**src/rtl/storage_arbiter_pkg.sv**
```systemverilog
// Shared definitions for the matrix-storage arbiter: port ids, FSM encoding,
// default widths and one-hot/id conversion helpers.
package storage_arbiter_pkg;

  localparam int ADDR_W_DEF = 9;
  localparam int DATA_W_DEF = 32;

  typedef logic [1:0] port_id_t;

  localparam port_id_t PORT_IN   = 2'd0;
  localparam port_id_t PORT_DISP = 2'd1;
  localparam port_id_t PORT_CALC = 2'd2;
  localparam port_id_t PORT_NONE = 2'd3;

  localparam logic [0:0] ST_IDLE  = 1'b0;
  localparam logic [0:0] ST_OWNED = 1'b1;

  function automatic port_id_t oh_to_id(input logic [2:0] oh);
    if (oh[0]) return PORT_IN;
    if (oh[1]) return PORT_DISP;
    if (oh[2]) return PORT_CALC;
    return PORT_NONE;
  endfunction

  function automatic logic [2:0] id_to_oh(input port_id_t id);
    case (id)
      PORT_IN:   return 3'b001;
      PORT_DISP: return 3'b010;
      PORT_CALC: return 3'b100;
      default:   return 3'b000;
    endcase
  endfunction

endpackage

```
**src/rtl/storage_arbiter_rr_pick3.sv**
```systemverilog
// Combinational 3-way round-robin picker: first requester after the last
// winner, wrapping modulo 3. Any last value outside 0..2 gives port 0 priority.
module rr_pick3
  import storage_arbiter_pkg::*;
(
  input  logic [2:0] req_i,
  input  port_id_t   last_i,
  output logic [2:0] win_o
);

  always_comb begin
    win_o = 3'b000;
    case (last_i)
      PORT_IN: begin
        if (req_i[1])      win_o = 3'b010;
        else if (req_i[2]) win_o = 3'b100;
        else if (req_i[0]) win_o = 3'b001;
      end
      PORT_DISP: begin
        if (req_i[2])      win_o = 3'b100;
        else if (req_i[0]) win_o = 3'b001;
        else if (req_i[1]) win_o = 3'b010;
      end
      default: begin
        if (req_i[0])      win_o = 3'b001;
        else if (req_i[1]) win_o = 3'b010;
        else if (req_i[2]) win_o = 3'b100;
      end
    endcase
  end

endmodule

```
**src/rtl/storage_arbiter.sv**
```systemverilog
// Request/grant arbiter sharing the single-port storage RAM between the input
// writer, display reader and calculator, with burst locking and a lock watchdog.
module storage_arbiter
  import storage_arbiter_pkg::*;
#(
  parameter int ADDR_W   = ADDR_W_DEF,
  parameter int DATA_W   = DATA_W_DEF,
  parameter int MAX_LOCK = 512
) (
  input  logic                clk,
  input  logic                rst,
  input  logic [2:0]          req,
  input  logic [2:0]          lock,
  input  logic [2:0]          we,
  input  logic [3*ADDR_W-1:0] addr,
  input  logic [3*DATA_W-1:0] wdata,
  output logic [2:0]          gnt,
  output logic [2:0]          rvalid,
  output logic [DATA_W-1:0]   rdata,
  output logic [1:0]          owner,
  output logic                lock_err,
  input  logic                clr_err,
  output logic                mem_we,
  output logic [ADDR_W-1:0]   mem_addr,
  output logic [DATA_W-1:0]   mem_wdata,
  input  logic [DATA_W-1:0]   mem_rdata
);

  localparam int CNT_W = (MAX_LOCK > 2) ? $clog2(MAX_LOCK) : 1;

  logic [0:0]       st_q, st_d;
  port_id_t         owner_q, owner_d;
  port_id_t         last_q, last_d;
  logic [CNT_W-1:0] cnt_q, cnt_d;
  logic             err_q, err_d;
  logic [2:0]       rvalid_q, rvalid_d;
  logic [2:0]       rr_win;
  logic [2:0]       gnt_c;
  logic [2:0]       gnt_s;
  logic [2:0]       owner_oh;
  logic             wd_fire;

  rr_pick3 u_pick (
    .req_i  (req),
    .last_i (last_q),
    .win_o  (rr_win)
  );

  assign owner_oh = id_to_oh(owner_q);

  always_comb begin
    st_d    = st_q;
    owner_d = owner_q;
    last_d  = last_q;
    cnt_d   = cnt_q;
    gnt_c   = 3'b000;
    wd_fire = 1'b0;
    if (st_q == ST_IDLE) begin
      gnt_c = rr_win;
      if (|rr_win) begin
        last_d = oh_to_id(rr_win);
        if (|(rr_win & lock)) begin
          st_d    = ST_OWNED;
          owner_d = oh_to_id(rr_win);
          cnt_d   = CNT_W'(1);
        end
      end
    end else begin
      gnt_c = owner_oh & req;
      // A lock without a matching request counts as released.
      if (!(|(owner_oh & lock & req))) begin
        st_d    = ST_IDLE;
        owner_d = PORT_NONE;
        cnt_d   = '0;
      end else if (cnt_q == CNT_W'(MAX_LOCK - 1)) begin
        st_d    = ST_IDLE;
        owner_d = PORT_NONE;
        cnt_d   = '0;
        last_d  = owner_q;
        wd_fire = 1'b1;
      end else begin
        cnt_d = cnt_q + 1'b1;
      end
    end
  end

  assign gnt_s    = rst ? 3'b000 : gnt_c;
  assign rvalid_d = gnt_s & ~we;
  assign err_d    = wd_fire ? 1'b1 : (clr_err ? 1'b0 : err_q);

  always_ff @(posedge clk) begin
    if (rst) begin
      st_q     <= ST_IDLE;
      owner_q  <= PORT_NONE;
      last_q   <= PORT_CALC;
      cnt_q    <= '0;
      err_q    <= 1'b0;
      rvalid_q <= 3'b000;
    end else begin
      st_q     <= st_d;
      owner_q  <= owner_d;
      last_q   <= last_d;
      cnt_q    <= cnt_d;
      err_q    <= err_d;
      rvalid_q <= rvalid_d;
    end
  end

  always_comb begin
    mem_we    = 1'b0;
    mem_addr  = '0;
    mem_wdata = '0;
    for (int i = 0; i < 3; i++) begin
      if (gnt_s[i]) begin
        mem_we    = we[i];
        mem_addr  = addr[i*ADDR_W +: ADDR_W];
        mem_wdata = wdata[i*DATA_W +: DATA_W];
      end
    end
  end

  assign gnt      = gnt_s;
  assign rvalid   = rst ? 3'b000 : rvalid_q;
  assign rdata    = mem_rdata;
  assign owner    = owner_q;
  assign lock_err = err_q;

endmodule

```
**config.mk**
```make
export PLATFORM = sky130hd
export DESIGN_NAME = storage_arbiter
export DESIGN_NICKNAME = d
export VERILOG_FILES = /design/src/rtl/storage_arbiter_pkg.sv /design/src/rtl/storage_arbiter_rr_pick3.sv /design/src/rtl/storage_arbiter.sv
export SDC_FILE = /design/constraint.sdc
export NUM_CORES = 1
export LEC_CHECK = 0
export ABC_AREA = 1
export CAP_MARGIN = 25
export CELL_PAD_IN_SITES_DETAIL_PLACEMENT = 0
export CELL_PAD_IN_SITES_GLOBAL_PLACEMENT = 1
export CORE_MARGIN = 1.5
export CORE_UTILIZATION = 16
export DETAILED_ROUTE_END_ITERATION = 8
export GPL_ROUTABILITY_DRIVEN = 0
export PLACE_DENSITY_LB_ADDON = 0.1
export SLEW_MARGIN = 20
export SYNTH_ARGS = -nofsm -noshare
export SYNTH_HDL_FRONTEND = slang
export SYNTH_SLANG_ARGS = --single-unit
```
**constraint.sdc**
```tcl
create_clock -name clk -period 2.05 [get_ports clk]
set_clock_uncertainty 0.1 [all_clocks]
set_input_delay 0.205 -clock clk [delete_from_list [all_inputs] [get_ports clk]]
set_output_delay 0.205 -clock clk [all_outputs]
set_load 0.1 [all_outputs]
```
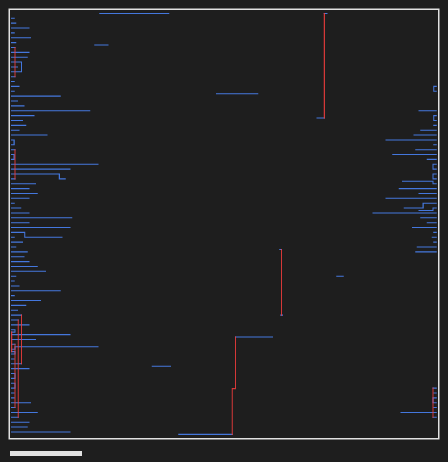
**Above:** wiring by layer.
Bar = 20 µm. Two of the layers only.
| layer | colour | wire length |
|---|---|---|
| met4 | red | 164 µm |
| met3 | blue | 688 µm |

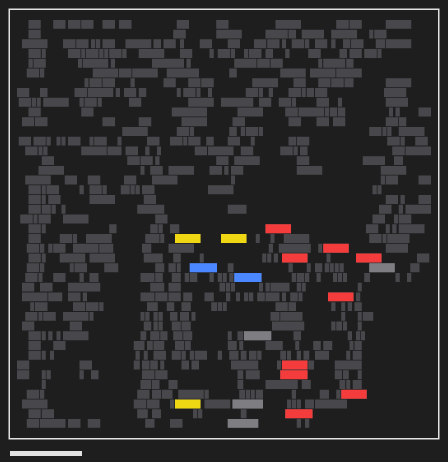
**Above:** sequential cells grouped by signal name.
Bar = 20 µm. Other sequential cells in the stronger grey, the rest of the logic in the fainter grey.
| signal | colour | sequential cells |
|---|---|---|
| `rvalid_q` | yellow | 3 |
| `cnt_q` | red | 9 |
| `last_q` | blue | 2 |
not coloured: 4

==> deck_impl_summary.md <==
Run Summary

Status
  • Status: complete, no violations

STA
  • Post-route worst setup slack: about 41 ps
  • RSZ-0062 raised after global routing: true
  • Max frequency: roughly 0.50 GHz
  • Worst Max-Slew Pin Slew: approximately 310 ps
  • Slew headroom: slightly below 80%

Global route
  • Global-route wire length before repair: roughly 16000 µm
  • Initial antenna violation count: 0
  • Routing usage on met3: under 10%

Setup path
  • Crit path to: mem_addr[5]
  • Worst r2r src: cnt_q[1]$_SDFFE_PP0P_
  • Reg-to-reg endpoint: cnt_q[6]$_SDFFE_PP0P_
  • Max FO, Critical Path: 12

Cells and area
  • Clock-cell share of area: approximately 1.6%
  • Most instantiated logic cells after routing: nand2_1, clkdlybuf4s50_1, buf_12, nand3_2, nor2_1
  • Non-CTS inverters: 28
  • Area Growth Syn to Fin: 150.1%
  • Non-CTS buffers: 232

Run
  • Count of tool warnings: 28

Placed design
  • Hpwl dp: 8894 µm
  • DP Worst Slack: -169.8 ps

Synthesis
  • Synthesized cell area: 2176 µm²
  • Post-Synth Simple-Gate Area: around 57%

Routing
  • Metal-1 WL: 3910 µm
  • Drt pass-1 iters: 4
  • Drt drc: 0

Clocking
  • Cts hold-fix bufs: 0
  • Clock-pin slew on the worst setup and hold paths: roughly 50 ps

Die
  • Die width: 119.6 µm
  • Core Area: ~13000 µm²

Min path
  • Hold depth: 0

Power
  • Switching Fraction: a little over half
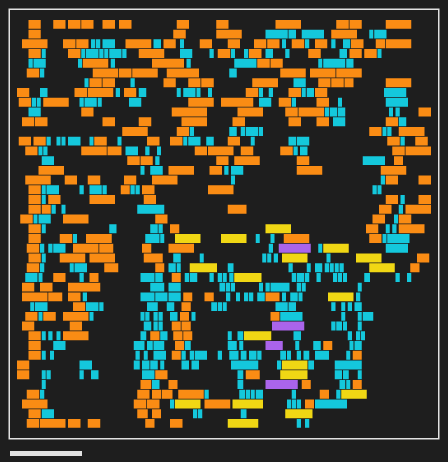
**Above:** cell classes on the final placement.
Bar = 20 µm.
| class | colour | cells | share of their area |
|---|---|---|---|
| other buffers and delay cells | orange | 232 | 55% |
| all other logic | cyan | 330 | 37% |
| flip-flops | yellow | 18 | 7.2% |
| clock drivers and dummy loads | purple | 4 | 1.7% |

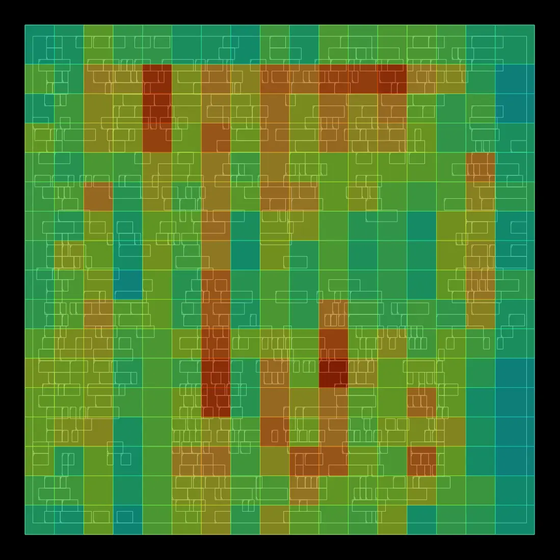
**Above:** track usage over the die.
GR peak layer: met2
Total GRT Usage: 14.33%
met2 Use GR: 29.53%
Avg WL per Cell: 14.39 µm
M1 GR Usage: 14.31%

-- cell usage after synthesis, types with 4 or more instances --
cell type / n
a21oi_1: 8
nand2_2: 8
inv_1: 22
nor2_2: 4
nor2_1: 42
buf_4: 36
dfxtp_1: 18
buf_2: 6
nand4_1: 6
inv_2: 4
buf_6: 4
nand3_1: 56
nand2_1: 163
-- worst max-delay path, delay by kind of cell, from the launching register on --
family | cells | cell delay [ps]
flip-flops | 1 | 370
AND-OR/OR-AND | 1 | 150
buffers and inverters | 3 | 440
AND/OR/NAND/NOR | 5 | 480
-- registers in the layout, summed over array words and instances, names as in the netlist --
signal    count
last_q        2
owner         2
cnt_q         9
rvalid_q      3
lock_err      1
st_q          1
Power and IR drop assume default switching activity.
